**config.mk**
```make
export PLATFORM = sky130hd
export DESIGN_NAME = sysid_regfile
export DESIGN_NICKNAME = d
export VERILOG_FILES = /design/src/rtl/sysid_regfile.sv
export SDC_FILE = /design/constraint.sdc
export NUM_CORES = 1
export LEC_CHECK = 0
export CAP_MARGIN = 40
export CORE_ASPECT_RATIO = 0.5
export CORE_MARGIN = 10
export CORE_UTILIZATION = 56
export DETAILED_ROUTE_END_ITERATION = 6
export GPL_ROUTABILITY_DRIVEN = 1
export GPL_TIMING_DRIVEN = 1
export PLACE_DENSITY_LB_ADDON = 0.15
export SLEW_MARGIN = 20
export SYNTH_ARGS = -nofsm -noshare
export SYNTH_HDL_FRONTEND = slang
export SYNTH_SLANG_ARGS = --single-unit
export TNS_END_PERCENT = 10
```
**constraint.sdc**
```tcl
create_clock -name clock -period 2.8 [get_ports clock]
set_clock_uncertainty 0.2 [all_clocks]
set_input_delay 0.28 -clock clock [delete_from_list [all_inputs] [get_ports clock]]
set_output_delay 0.28 -clock clock [all_outputs]
set_load 0.05 [all_outputs]
```
**src/rtl/sysid_regfile.sv**
```systemverilog
// rtl/sysid_regfile.sv - system ID / build info / uptime register file with fixed-latency pipelined reads
module sysid_regfile #(
    parameter logic [31:0] ID_VALUE     = 32'h0,
    parameter logic [31:0] TIMESTAMP    = 32'h0,
    parameter int          INFO_WORDS   = 4,
    parameter logic [((INFO_WORDS > 0) ? INFO_WORDS : 1)*32-1:0] INFO_INIT = '0,
    parameter int          READ_LATENCY = 1
) (
    input  logic        clock,
    input  logic        reset_n,
    input  logic [3:0]  address,
    input  logic        read,
    input  logic        write,
    input  logic [31:0] writedata,
    input  logic [3:0]  byteenable,
    output logic [31:0] readdata,
    output logic        readdatavalid
);

    localparam logic [3:0] INFO_N = 4'(INFO_WORDS);

    logic [63:0] uptime;
    logic [31:0] scratch;
    logic [31:0] hi_shadow;
    logic        wrap;

    logic        wr_ctrl;
    logic        clr;
    logic        wrap_clr;
    logic        wrap_evt;
    logic [31:0] rd_mux;
    logic [31:0] info_mem [8];

    logic [READ_LATENCY-1:0] vld;
    logic [31:0]             dat [READ_LATENCY];

    // Unpopulated info slots read as zero, so the mux never indexes past INFO_INIT.
    for (genvar k = 0; k < 8; k++) begin : g_info
        if (k < INFO_WORDS) begin : g_used
            assign info_mem[k] = INFO_INIT[k*32 +: 32];
        end else begin : g_empty
            assign info_mem[k] = 32'h0;
        end
    end

    assign wr_ctrl  = write && (address == 4'd5) && byteenable[0];
    assign clr      = wr_ctrl && writedata[0];
    assign wrap_clr = wr_ctrl && writedata[1];
    assign wrap_evt = !clr && (uptime == 64'hFFFF_FFFF_FFFF_FFFF);

    always_comb begin
        rd_mux = 32'h0;
        case (address)
            4'd0:    rd_mux = ID_VALUE;
            4'd1:    rd_mux = TIMESTAMP;
            4'd2:    rd_mux = scratch;
            4'd3:    rd_mux = uptime[31:0];
            4'd4:    rd_mux = hi_shadow;
            4'd5:    rd_mux = {20'h0, INFO_N, 6'h0, wrap, 1'b0};
            4'd6,
            4'd7:    rd_mux = 32'h0;
            default: rd_mux = info_mem[address[2:0]];
        endcase
    end

    always_ff @(posedge clock) begin
        if (!reset_n) begin
            uptime    <= 64'h0;
            scratch   <= 32'h0;
            hi_shadow <= 32'h0;
            wrap      <= 1'b0;
        end else begin
            uptime <= clr ? 64'h0 : uptime + 64'd1;
            if (wrap_evt) begin
                wrap <= 1'b1;
            end else if (wrap_clr) begin
                wrap <= 1'b0;
            end
            for (int b = 0; b < 4; b++) begin
                if (write && (address == 4'd2) && byteenable[b]) begin
                    scratch[b*8 +: 8] <= writedata[b*8 +: 8];
                end
            end
            // Shadow comes from the same sample as the LO word returned this cycle.
            if (read && (address == 4'd3)) begin
                hi_shadow <= uptime[63:32];
            end
        end
    end

    // Invalid stages carry zero data so readdata is zero whenever not valid.
    always_ff @(posedge clock) begin
        if (!reset_n) begin
            vld <= '0;
            for (int i = 0; i < READ_LATENCY; i++) begin
                dat[i] <= 32'h0;
            end
        end else begin
            vld[0] <= read;
            dat[0] <= read ? rd_mux : 32'h0;
            for (int i = 1; i < READ_LATENCY; i++) begin
                vld[i] <= vld[i-1];
                dat[i] <= dat[i-1];
            end
        end
    end

    assign readdata      = dat[READ_LATENCY-1];
    assign readdatavalid = vld[READ_LATENCY-1];

endmodule
```
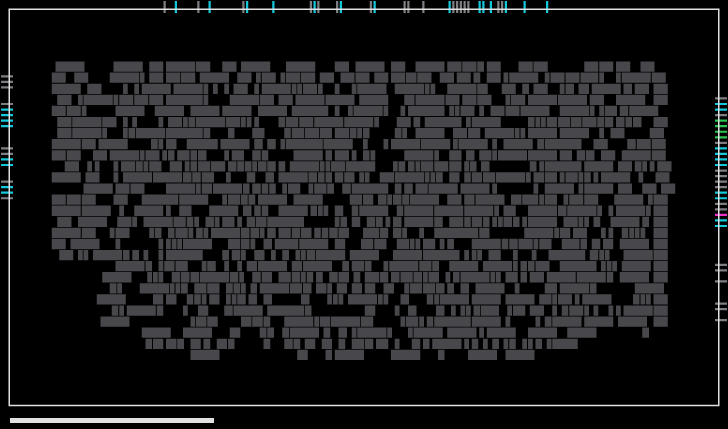
*Pin placement*
The bar under the picture is 50 um long. Pins as bars across the die edge, other pins in grey.
| port | colour | pins | direction | edge |
|---|---|---|---|---|
| address | green | 4 | input | east |
| writedata | cyan | 32 | input | 14 north, 10 east, 8 west |
| read | magenta | 1 | input | east |
all pins by edge: 31 north, 30 east, 16 west

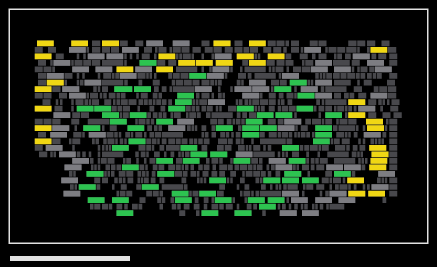
*Where the registers sit*
The bar under the picture is 50 um long. Other sequential cells in the stronger grey, the rest of the logic in the fainter grey.
| netlist name | colour | placed flops |
|---|---|---|
| dat | yellow | 32 |
| uptime | green | 64 |
sequential-cell power consumption: 2.32 mW
Layout Utilization: 0.7327
flop share of the area: 0.3936
FF/Latch Area: 3244 sq um

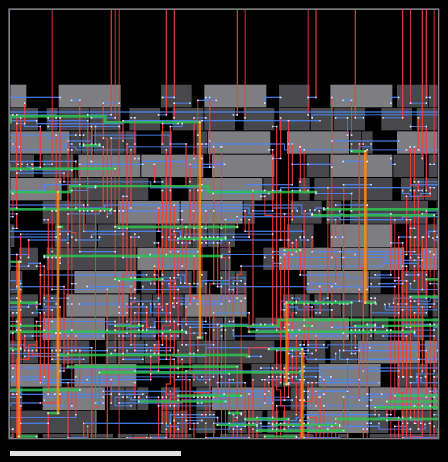
*Close-up of the layout*
The bar under the picture is 20 um long. Region (62, 43) to (112, 93) um. Cells in grey, sequential cells in the stronger grey; small squares are vias.
| layer | colour |
|---|---|
| M4 | orange |
| M3 | green |
| M1 | blue |
| M2 | red |
sequential cells in the window: 34
most frequent: dfxtp_1 (34), nand2_1 (23), nor2_1 (16)
netlist names of flops here include: uptime (12), dat (10), hi_shadow (8)
cells with their middle in the window: 163

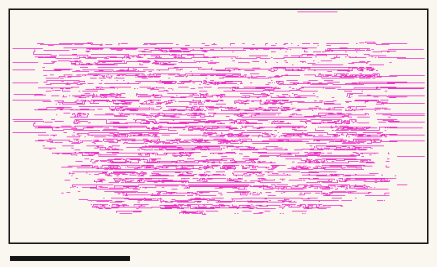
*Met1 routing*
The bar under the picture is 50 um long.
wire length on this layer: 8,730 um
main direction: horizontal
share of all routed wire: 45%
longest straight run: 92.0 um
met1 layer usage reported by global route: 0.3046
count of vias placed by the detailed router: 6,180
wire length after detailed routing: 19,330 um

-- through the flow --
stage,power [mW],util
after floorplan,2.436,-
after global placement,2.534,0.6810
after detailed placement,2.537,0.6810
after CTS,4.766,0.7323
after global routing,4.883,0.7327
final,4.761,0.7327
-- registers in the layout, indices dropped and copies added (netlist names) --
name           flops
scratch           32
wrap               1
hi_shadow         32
readdatavalid      1
dat               32
uptime            64
-- cells by family after synthesis --
kind of cell | count (synthesis) | share of synthesized area
compound gates | 135 | 0.1341
xor+xnor | 33 | 0.04370
fa+ha+maj | 1 | 0.001891
buf+inv | 56 | 0.03292
flops | 162 | 0.4904
mux | 25 | 0.03802
simple gates | 357 | 0.2590
-- power by group through the flow --
stage          combinational (mW)  sequential, mW  clock (mW)
4_1_cts                     0.166            2.32        2.28
3_3_place_gp                0.163            2.37           0
2_1_floorplan              0.0635            2.37           0
3_5_place_dp                0.165            2.37           0
5_1_grt                     0.178            2.32        2.39
6_report                    0.167            2.32        2.27
-- critical path, cell delays in order (launching register included) --
cell and delay [ns]:
dfxtp_1 0.47, nand3_4 0.16, or3_2 0.57, buf_4 0.20, or3_1 0.48, or3_1 0.39
a21oi_1 0.18
-- placed cells by master, fill, tap and decap left out, types with 20 or more instances in the layout --
| master | count |
|---|---|
| nor2_1 | 100 |
| nand3_1 | 25 |
| nand4_1 | 24 |
| buf_4 | 25 |
| xnor2_1 | 20 |
| a21oi_1 | 65 |
| dfxtp_1 | 161 |
| nand2_1 | 114 |
| clkdlybuf4s50_1 | 76 |
| mux2i_1 | 24 |
| a222oi_1 | 31 |
-- metal layers --
layer  up-vias  track usage  part of all wire
li1       2934            -                 -
met1      2898       0.3046              0.45
met2       314       0.3364              0.44
met3        34      0.06037             0.093
met4         0      0.06541             0.015
met5         -            0                 0
==> impl_metrics.env <==
# source this file to load flow results
export IMPL_run_status="complete, no violations"
export IMPL_die_y_um=96.85
export IMPL_clk_pin_slew_worst_paths_ns=0.07
export IMPL_crit_arrival_ns=2.88
export IMPL_fin_hold_ws_ns=0.2067
export IMPL_final_cell_area_sq_um=8243
export IMPL_ff2ff_setup_slack_ns=0.07
export IMPL_timing_worst_slew_pin_value_ns=0.7112
export IMPL_floorplan_core_area_sq_um=11250
export IMPL_syn_inst=769
export IMPL_multiInputGateArea_sq_um=3169
export IMPL_worst_setup_path_endpoint="uptime[51]"
export IMPL_reg2reg_depth=6
export IMPL_syn_area_sq_um=6614
export IMPL_floorplan_core_util=0.5879
export IMPL_final_hold_violation_count=0
export IMPL_fp_nets=814
export IMPL_remaining_drcs=0
export IMPL_setup_tns_ns=0
export IMPL_ys_cells=769
export IMPL_sequential_power_share=0.487
export IMPL_grt_first_pass_wirelength_um=30780
export IMPL_dp_cells=988
export IMPL_vias_per_instance=6.059
export IMPL_grt_pass1_vias=5690
export IMPL_maxCapViolations=0
export IMPL_critPathLaunchType="flip-flop"
export IMPL_p_sw_frac=0.2363
export IMPL_hold_depth=3
export IMPL_critical_path_max_fanout=11
export IMPL_tap_cell_count=159
export IMPL_critical_path_reg2reg_endpoint="uptime[51]"
Power figures rest on the tool's default switching activity, not on a simulated workload.
